### src/rtl/pc_pkg.sv
// pc_pkg: shared next-PC select encoding and default PC constants
package pc_pkg;
    typedef enum logic [2:0] {
        NPC_HOLD,
        NPC_RET,
        NPC_RET_UF,
        NPC_BRANCH,
        NPC_SEQ
    } npc_sel_t;
    localparam int PC_W_DEF     = 32;
    localparam int STEP_DEF     = 1;
    localparam int RESET_PC_DEF = 0;
endpackage

### src/rtl/ras_stack.sv
// ras_stack: circular return-address stack; a push when full overwrites the oldest entry
module ras_stack
    import pc_pkg::*;
#(
    parameter  int PC_W      = PC_W_DEF,
    parameter  int RAS_DEPTH = 4,
    localparam int PW        = $clog2(RAS_DEPTH),
    localparam int CW        = PW + 1
) (
    input  logic            clock,
    input  logic            reset,
    input  logic            push,
    input  logic            pop,
    input  logic [PC_W-1:0] push_data,
    output logic [PC_W-1:0] top_data,
    output logic [CW-1:0]   count,
    output logic            empty,
    output logic            full
);
    logic [PC_W-1:0] mem [RAS_DEPTH];
    logic [PW-1:0]   ptr;
    assign top_data = mem[PW'(ptr - 1'b1)];
    assign empty    = count == '0;
    assign full     = count == CW'(RAS_DEPTH);
    // entry storage needs no reset; slots above count are never read
    always_ff @(posedge clock) begin
        if (push) mem[ptr] <= push_data;
    end
    // ptr is the next free slot; count saturates so a full push just rotates the ring
    always_ff @(posedge clock or posedge reset) begin
        if (reset) begin
            ptr   <= '0;
            count <= '0;
        end else if (push) begin
            ptr   <= ptr + 1'b1;
            count <= full ? count : count + 1'b1;
        end else if (pop && !empty) begin
            ptr   <= ptr - 1'b1;
            count <= count - 1'b1;
        end
    end
endmodule

### src/rtl/pc_sequencer.sv
// pc_sequencer: registered next-PC select (hold > return > branch > increment) with a return stack
module pc_sequencer
    import pc_pkg::*;
#(
    parameter  int PC_W      = PC_W_DEF,
    parameter  int STEP      = STEP_DEF,
    parameter  int RESET_PC  = RESET_PC_DEF,
    parameter  int RAS_DEPTH = 4,
    localparam int CW        = $clog2(RAS_DEPTH) + 1
) (
    input  logic            clock,
    input  logic            reset,
    input  logic            stall,
    input  logic            branch_taken,
    input  logic [PC_W-1:0] branch_pc,
    input  logic            link,
    input  logic            ret,
    output logic [PC_W-1:0] pc,
    output logic [CW-1:0]   ras_count,
    output logic            ras_empty,
    output logic            ras_full,
    output logic            ras_underflow
);
    npc_sel_t        sel;
    logic [PC_W-1:0] pc_inc, next_pc, ras_top;
    logic            push, pop;
    // priority decode; a return beats a simultaneous call, so no push happens then
    always_comb begin
        sel     = stall ? NPC_HOLD
                : ret ? (ras_empty ? NPC_RET_UF : NPC_RET)
                : branch_taken ? NPC_BRANCH : NPC_SEQ;
        pc_inc  = pc + PC_W'(STEP);
        next_pc = sel == NPC_HOLD ? pc
                : sel == NPC_RET ? ras_top
                : sel == NPC_BRANCH ? branch_pc : pc_inc;
        push    = sel == NPC_BRANCH && link;
        pop     = sel == NPC_RET;
    end
    // PC register and one-cycle underflow pulse
    always_ff @(posedge clock or posedge reset) begin
        if (reset) begin
            pc            <= PC_W'(RESET_PC);
            ras_underflow <= 1'b0;
        end else begin
            pc            <= next_pc;
            ras_underflow <= sel == NPC_RET_UF;
        end
    end
    ras_stack #(.PC_W(PC_W), .RAS_DEPTH(RAS_DEPTH)) u_ras (
        .clock     (clock),
        .reset     (reset),
        .push      (push),
        .pop       (pop),
        .push_data (pc_inc),
        .top_data  (ras_top),
        .count     (ras_count),
        .empty     (ras_empty),
        .full      (ras_full)
    );
endmodule

### config.mk
export PLATFORM = sky130hd
export DESIGN_NAME = pc_sequencer
export DESIGN_NICKNAME = d
export VERILOG_FILES = /design/src/rtl/pc_pkg.sv /design/src/rtl/ras_stack.sv /design/src/rtl/pc_sequencer.sv
export SDC_FILE = /design/constraint.sdc
export NUM_CORES = 1
export LEC_CHECK = 0
export CORE_MARGIN = 2
export CORE_UTILIZATION = 35
export CTS_CLUSTER_SIZE = 40
export DETAILED_ROUTE_END_ITERATION = 10
export SYNTH_ARGS = -nofsm -noshare
export SYNTH_HDL_FRONTEND = slang
export SYNTH_SLANG_ARGS = --single-unit
### constraint.sdc
create_clock -name clock -period 3.99 [get_ports clock]
set_input_delay 0.798 -clock clock [delete_from_list [all_inputs] [get_ports clock]]
set_output_delay 0.798 -clock clock [all_outputs]
set_load 0.05 [all_outputs]
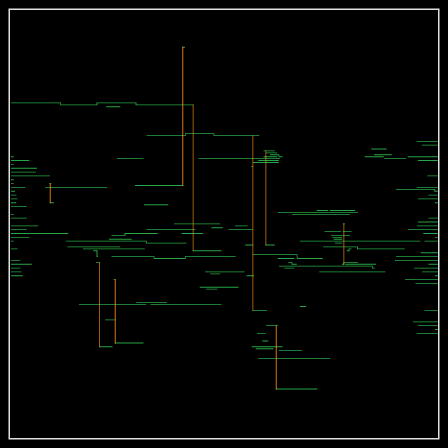
Fig. 1. Routed metal, one color a layer.
Only two layers are drawn.
layer	color	wire length
metal 3	green	1270 um
metal 4	orange	292 um
routed wire length: 19.6 mm
Vias: 5042
GRT Resource Usage Total: 0.179

==> impl_metrics.tcl <==
# yosys + openroad results
set metrics [dict create \
    status "completed" \
    die_area_mm2 0.0230 \
    edf_count 128 \
    hold_start "u_ras.ptr[0]" \
    crit_path_cell_trace "or3_1, inv_1, clkdlybuf4s50_1" \
    ys_seq_elements 166 \
    logic_area_mm2 0.00265 \
    diodes 0 \
    drtAntennaViolNets 0 \
    clk_pin_slew_ps 60 \
    p_leak_uw 0.00323 \
    warnings 29 \
    cp_num_cells 3 \
    root_buffer "clkbuf_16" \
    critPathTopFamily "buffers and inverters" \
    maxSlewHeadroom 0.450 \
    tritoncts "done" \
    worstPathMaxFanout 7 \
    antenna_found_initial 0 \
    seq_area_mm2 0.00480 \
    seq_share 0.514 \
    worstPathRequired_ps 3190 \
    ctsLongestPathBuffers 2 \
    yosysTopAreaCell "edfxtp_1" \
    signal_buffers 94 \
    boundaryPins 76 \
    post-place-ws_ps 1080 \
    wl_per_cell_um 21.9 \
    busiest_layer "met2" \
    grt_pass1_vias 5006 \
    crit_arrival_ps 2240 \
    crit_path_top_delay_cell "clkdlybuf4s50_1" \
    coreArea_mm2 0.0212 \
    finalWeightedCongestion 0.836 \
    synth_area_mm2 0.00762 \
    place_inst 864 \
    finalMaxSlewViolations 0 \
    period_used_share 0.760 \
    met3_usage 0.0389 \
    endpoint_kind "output pin" \
    cp-start-kind "register" \
    hold_viol_final 0 \
    drt_iter0_markers 591 \
    p_per_area_mw_per_mm2 744 \
    nonClkBufAreaFrac 0.0992 \
]
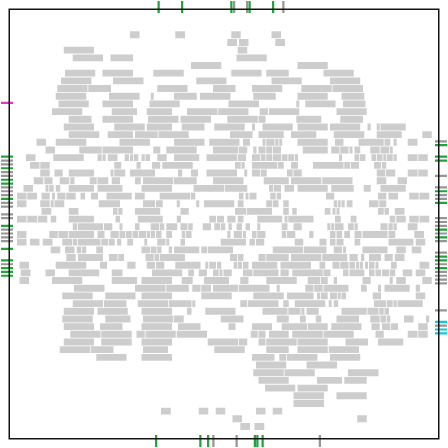
Fig. 2. Pin map.
Pins as bars across the die edge, other pins in gray.
port	color	pins	direction	edge
clock	magenta	1	input	left
branch_pc	green	32	input	11 left, 10 right, 6 bottom, 5 top
ras_count	cyan	3	output	right
all pins by edge	31 right, 28 left, 9 bottom, 8 top
DIE HEIGHT: 152 um
die span in x: 152 um

[flip-flops by register name (all words and copies together) (netlist names)]
signal	count
u_ras.mem	128
pc	32
u_ras.count	3
u_ras.ptr	2
ras_underflow	1
[worst register-to-register path: stages (launching register included)]
cell     delay [ps]
dfrtp_1         570
nand4_4         200
or4_4           580
or4_1           580
xnor2_1         430
[metal layers]
layer	vias up	wire, um
li1	2231	-
met2	219	9280
met3	22	1270
met5	-	0
met1	2570	8760
met4	0	291
[cell usage in the layout (no fill, tap or decap), types with 13 or more instances in the layout]
cell type and instances:
a21oi_1 15, buf_4 16, clkbuf_16 17, clkdlybuf4s50_1 74, dfrtp_1 37, edfxtp_1 128
mux4_2 32, nand2_1 37, nand3_1 13, nand4_1 15, nor2_1 17, o21ai_0 13
xnor2_1 22
[power breakdown]
part	total [uW]	internal (uW)	switching, uW
logic	2700	1080	1620
clock network	1600	926	673
registers	2650	2260	389
[kinds of logic (layout without fill, tap and decap cells)]
| kind of cell | after synthesis | in the layout | synth area share |
|---|---|---|---|
| buffers and inverters | 48 | 138 | 0.0248 |
| adders and majority gates | 6 | 6 | 0.00985 |
| AOI/OAI and AO/OA | 95 | 95 | 0.0878 |
| DFF | 166 | 166 | 0.629 |
| xor gates and xnor gates | 34 | 34 | 0.0391 |
| muxes | 47 | 47 | 0.115 |
| and+or+nand+nor | 135 | 135 | 0.0946 |
[per-stage QoR]
| stage | area [um2] | hold slack, ps | util |
|---|---|---|---|
| after detailed placement | 8760 | 582 | 0.413 |
| after global routing | 9340 | 606 | 0.440 |
| after global placement | 8760 | 574 | 0.413 |
| final | 9340 | 595 | 0.440 |
| after floorplan | 7620 | 537 | - |
| after CTS | 9340 | 595 | 0.440 |
